`src/rtl/keypad_pkg.sv`:
```
// Shared types and constants for the 4x4 keypad scanner.
package keypad_pkg;

  localparam int unsigned NUM_ROWS = 4;
  localparam int unsigned NUM_COLS = 4;
  localparam int unsigned IDX_W    = 2;
  localparam int unsigned CODE_W   = 4;

  typedef enum logic [1:0] {
    SCAN     = 2'd0,
    DEBOUNCE = 2'd1,
    HELD     = 2'd2
  } statetype_t;

  localparam logic [NUM_COLS-1:0] COL_IDLE = 4'b1110;

  // Indexed by {row, col}; entry 0 is row 0 / col 0.
  localparam logic [15:0][CODE_W-1:0] KEYMAP = {
    4'hD, 4'hF, 4'h0, 4'hE,
    4'hC, 4'h9, 4'h8, 4'h7,
    4'hB, 4'h6, 4'h5, 4'h4,
    4'hA, 4'h3, 4'h2, 4'h1
  };

  // Lowest-index active-low row; only meaningful when some row is low.
  function automatic logic [IDX_W-1:0] low_row_idx(input logic [NUM_ROWS-1:0] r);
    logic [IDX_W-1:0] idx;
    if (!r[0])      idx = 2'd0;
    else if (!r[1]) idx = 2'd1;
    else if (!r[2]) idx = 2'd2;
    else            idx = 2'd3;
    return idx;
  endfunction

  function automatic logic [NUM_COLS-1:0] col_drive(input logic [IDX_W-1:0] idx);
    return ~(4'b0001 << idx);
  endfunction

endpackage

```
`src/rtl/keypad_scanner_sync2.sv`:
```
// Two-flop synchronizer for asynchronous level inputs; resets to all-ones.
module sync2 #(
  parameter int unsigned WIDTH = 4
) (
  input  logic             clk,
  input  logic             nreset,
  input  logic [WIDTH-1:0] d,
  output logic [WIDTH-1:0] q
);

  logic [WIDTH-1:0] meta;

  always_ff @(posedge clk or negedge nreset) begin
    if (!nreset) begin
      meta <= '1;
      q    <= '1;
    end else begin
      meta <= d;
      q    <= meta;
    end
  end

endmodule

```
`src/rtl/keypad_scanner.sv`:
```
// 4x4 active-low keypad scanner: column rotation, press/release debounce,
// one keyValid pulse per accepted press. scanTick is an enable, never a clock.
module keypad_scanner
  import keypad_pkg::*;
#(
  parameter int unsigned DEBOUNCE_TICKS = 4,
  parameter int unsigned CNT_W          = 4
) (
  input  logic                clk,
  input  logic                nreset,
  input  logic                scanTick,
  input  logic [NUM_ROWS-1:0] rows,
  output logic [NUM_COLS-1:0] cols,
  output logic [CODE_W-1:0]   keyCode,
  output logic                keyValid,
  output logic                keyHeld
);

  localparam logic [CNT_W-1:0] CNT_TARGET = CNT_W'(DEBOUNCE_TICKS);
  localparam logic [CNT_W-1:0] CNT_MAX    = '1;
  localparam bit               ONE_TICK   = (DEBOUNCE_TICKS == 1);

  statetype_t          state, state_next;
  logic [NUM_ROWS-1:0] row_sync;
  logic                scan_tick_q;
  logic                tick;
  logic [IDX_W-1:0]    col_idx, col_idx_next;
  logic [IDX_W-1:0]    row_idx, row_idx_next;
  logic [CNT_W-1:0]    cnt, cnt_next, cnt_inc;
  logic [CODE_W-1:0]   key_code_next;
  logic                key_valid_next;
  logic                key_held_next;
  logic                any_low;
  logic                row_low;
  logic [IDX_W-1:0]    det_row;

  sync2 #(.WIDTH(NUM_ROWS)) u_row_sync (
    .clk    (clk),
    .nreset (nreset),
    .d      (rows),
    .q      (row_sync)
  );

  // Rising-edge detect of the divided clock.
  always_ff @(posedge clk or negedge nreset) begin
    if (!nreset) scan_tick_q <= 1'b0;
    else         scan_tick_q <= scanTick;
  end

  assign tick    = scanTick & ~scan_tick_q;
  assign any_low = ~&row_sync;
  assign det_row = low_row_idx(row_sync);
  assign row_low = ~row_sync[row_idx];
  assign cnt_inc = (cnt == CNT_MAX) ? cnt : cnt + CNT_W'(1);

  // State and registered outputs.
  always_ff @(posedge clk or negedge nreset) begin
    if (!nreset) begin
      state    <= SCAN;
      col_idx  <= '0;
      row_idx  <= '0;
      cnt      <= '0;
      cols     <= COL_IDLE;
      keyCode  <= '0;
      keyValid <= 1'b0;
      keyHeld  <= 1'b0;
    end else begin
      state    <= state_next;
      col_idx  <= col_idx_next;
      row_idx  <= row_idx_next;
      cnt      <= cnt_next;
      cols     <= col_drive(col_idx_next);
      keyCode  <= key_code_next;
      keyValid <= key_valid_next;
      keyHeld  <= key_held_next;
    end
  end

  // Next-state logic; transitions only on tick cycles.
  always_comb begin
    state_next = state;
    if (tick) begin
      case (state)
        SCAN: begin
          if (any_low) state_next = ONE_TICK ? HELD : DEBOUNCE;
        end
        DEBOUNCE: begin
          if (!row_low)                  state_next = SCAN;
          else if (cnt_inc == CNT_TARGET) state_next = HELD;
        end
        HELD: begin
          if (!row_low && (cnt_inc == CNT_TARGET)) state_next = SCAN;
        end
        default: state_next = SCAN;
      endcase
    end
  end

  // Datapath and output next values.
  always_comb begin
    col_idx_next   = col_idx;
    row_idx_next   = row_idx;
    cnt_next       = cnt;
    key_code_next  = keyCode;
    key_valid_next = 1'b0;
    key_held_next  = keyHeld;
    if (tick) begin
      case (state)
        SCAN: begin
          if (any_low) begin
            row_idx_next = det_row;
            if (ONE_TICK) begin
              cnt_next       = '0;
              key_code_next  = KEYMAP[{det_row, col_idx}];
              key_valid_next = 1'b1;
              key_held_next  = 1'b1;
            end else begin
              cnt_next = CNT_W'(1);
            end
          end else begin
            col_idx_next = col_idx + 2'd1;
          end
        end
        DEBOUNCE: begin
          if (!row_low) begin
            cnt_next     = '0;
            col_idx_next = col_idx + 2'd1;
          end else if (cnt_inc == CNT_TARGET) begin
            cnt_next       = '0;
            key_code_next  = KEYMAP[{row_idx, col_idx}];
            key_valid_next = 1'b1;
            key_held_next  = 1'b1;
          end else begin
            cnt_next = cnt_inc;
          end
        end
        HELD: begin
          // Any low sample restarts release timing.
          if (row_low) begin
            cnt_next = '0;
          end else if (cnt_inc == CNT_TARGET) begin
            cnt_next      = '0;
            key_held_next = 1'b0;
          end else begin
            cnt_next = cnt_inc;
          end
        end
        default: begin
          cnt_next      = '0;
          key_held_next = 1'b0;
        end
      endcase
    end
  end

endmodule

```
`config.mk`:
```
export PLATFORM = sky130hd
export DESIGN_NAME = keypad_scanner
export DESIGN_NICKNAME = d
export VERILOG_FILES = /design/src/rtl/keypad_pkg.sv /design/src/rtl/keypad_scanner_sync2.sv /design/src/rtl/keypad_scanner.sv
export SDC_FILE = /design/constraint.sdc
export NUM_CORES = 1
export LEC_CHECK = 0
export ABC_CLOCK_PERIOD_IN_PS = 3600
export CORE_ASPECT_RATIO = 0.8
export CORE_UTILIZATION = 58
export CTS_CLUSTER_DIAMETER = 100
export DETAILED_ROUTE_END_ITERATION = 7
export PLACE_DENSITY = 0.81
export SYNTH_ARGS = -nofsm -noshare
export SYNTH_HDL_FRONTEND = slang
export SYNTH_SLANG_ARGS = --single-unit
```
`constraint.sdc`:
```
create_clock -name clk -period 3.6 [get_ports clk]
set_clock_uncertainty 0.05 [all_clocks]
set_input_delay 0.72 -clock clk [delete_from_list [all_inputs] [get_ports clk]]
set_output_delay 0.72 -clock clk [all_outputs]
set_load 0.05 [all_outputs]
```
==> flow_metrics.env <==
# flow metrics
export IMPL_yosysWarningCount=0
export IMPL_hold_path_end="u_row_sync.q[0]"
export IMPL_xor_share=0.0120
export IMPL_ys_area_sq_um=1450
export IMPL_nonClockInverterCount=9
export IMPL_top_area_cell="dfrtp_1"
export IMPL_outcome="completed"
export IMPL_final_comb_area_sq_um=637
export IMPL_timing_critical_path_depth=5
export IMPL_finish_utilization=0.743
export IMPL_cts_repair_resized=0
export IMPL_nFillCells=155
export IMPL_routed_wire_length_per_instance_um=14.5
export IMPL_reg2reg_depth=5
export IMPL_fmaxAchievable_mhz=409
export IMPL_top_logic_kind="simple AND/OR/NAND/NOR gates"
export IMPL_ys_seq_elements=29
export IMPL_power_switching_mw=0.615
export IMPL_drt_first_pass_iters=6
export IMPL_num_rows=15
export IMPL_totalNegativeSetupSlack_ns=0
export IMPL_numPortBuffers=16
export IMPL_synthToLayoutAreaGrowth_pct=15.1
export IMPL_power_switching_fraction=0.435
export IMPL_min_period_over_period=0.679
export IMPL_vias=1029
==> layer usage <==
| layer | vias to the layer above | track usage | part of all wire |
|---|---|---|---|
| li1 | 509 | - | - |
| met2 | 29 | 0.356 | 0.47 |
| met3 | 2 | 0.0744 | 0.059 |
| met4 | 0 | 0.110 | 0.0082 |
| met1 | 489 | 0.281 | 0.46 |
| met5 | - | 0 | 0 |
==> flip-flops by register name, indices dropped and copies added, names as in the netlist <==
register         flops
col_idx              2
cnt                  4
cols                 4
keyHeld              1
keyCode              4
keyValid             1
state                2
row_idx              2
scan_tick_q          1
u_row_sync.q         4
u_row_sync.meta      4
==> cells in the final DEF (no fill, tap or decap), types with 2 or more instances in the layout <==
| cell type | instances |
|---|---|
| nor3b_1 | 2 |
| dfrtp_1 | 18 |
| o211ai_1 | 3 |
| mux2_4 | 3 |
| ha_1 | 6 |
| a21oi_1 | 6 |
| mux2_2 | 2 |
| xnor2_1 | 2 |
| clkbuf_4 | 5 |
| clkdlybuf4s50_1 | 16 |
| nand2b_1 | 5 |
| nand2_1 | 10 |
| o221ai_1 | 2 |
| mux2i_1 | 6 |
| o22a_1 | 2 |
| nor2_1 | 7 |
| o21ai_0 | 10 |
| inv_1 | 9 |
| nand4_1 | 2 |
| dfstp_2 | 11 |
| nand3_1 | 6 |
==> cells by family (layout without fill, tap and decap cells) <==
group	Yosys count	after routing
and+or+nand+nor	39	39
AOI/OAI and AO/OA	30	30
DFF	29	29
buffers and inverters	16	34
muxes	12	12
adders and majority gates	6	6
xor gates and xnor gates	2	2
==> power groups by stage <==
stage          combinational [mW]  clock, mW  sequential (mW)
2_1_floorplan               0.387          0            0.651
3_3_place_gp                0.628          0            0.546
3_5_place_dp                0.651          0            0.557
4_1_cts                     0.656      0.215            0.553
5_1_grt                     0.710      0.229            0.574
6_report                    0.653      0.208            0.552
**Cell classes on the final placement**

(6 px per um) Fill, decap, tap and diode cells in gray.
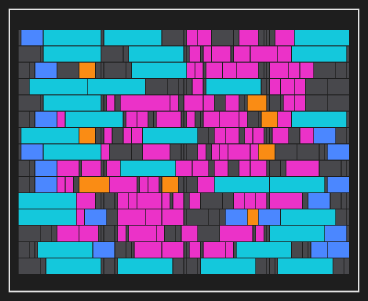
Key: remaining buffers and delay cells = blue [cells 17]; clock drivers and dummy loads = orange [cells 8]; registers = cyan [cells 29]; remaining logic cells = magenta [cells 98]

**Routed clock nets over the placement**

(10 px per um)
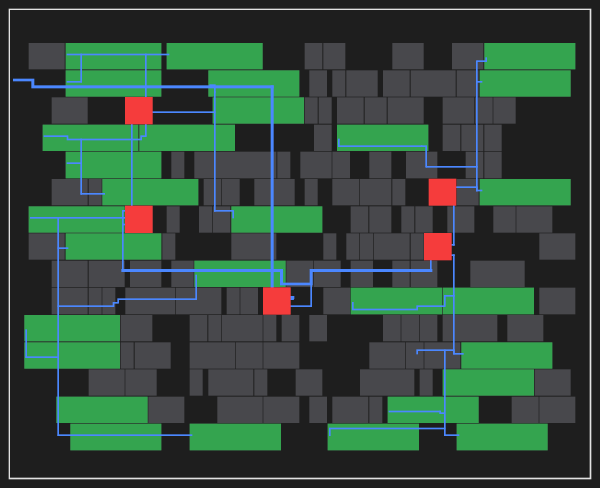
Key: clock wires = blue [length 345 um]; flip-flops = green [count 29]; clock-net drivers = red [count 5]
There are 6 routed clock nets. Position of the flops: all over the die.

**Clock routing**

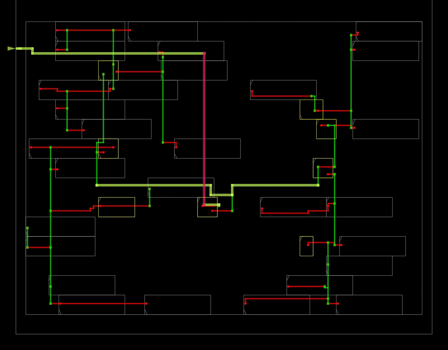
seq_cells: 29
Num CTS Buffers: 5
clock insertion delay at the later pin of the skew report: 0.32 ns
total of clock buffers placed in the layout: 6

**Pin placement**

(4 px per um) Pins as bars across the die edge, other pins in gray.
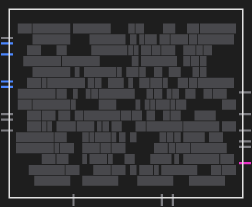
Key: nreset = magenta [pins 1, direction input, edge east]; rows = blue [pins 4, direction input, edge west]
All pins by edge: 8 west, 6 east, 3 south.

**Metal 2**

(6 px per um)
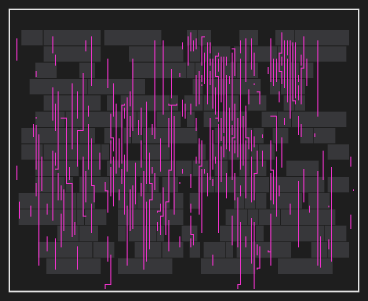
The longest straight run is 21.8 um. The layer carries 1210 um of wire. The layer holds 47% of the routed length. The wires run mostly vertical. 133 nets have wire on it.

No activity file was given, so power comes from the tool's default toggle rates.
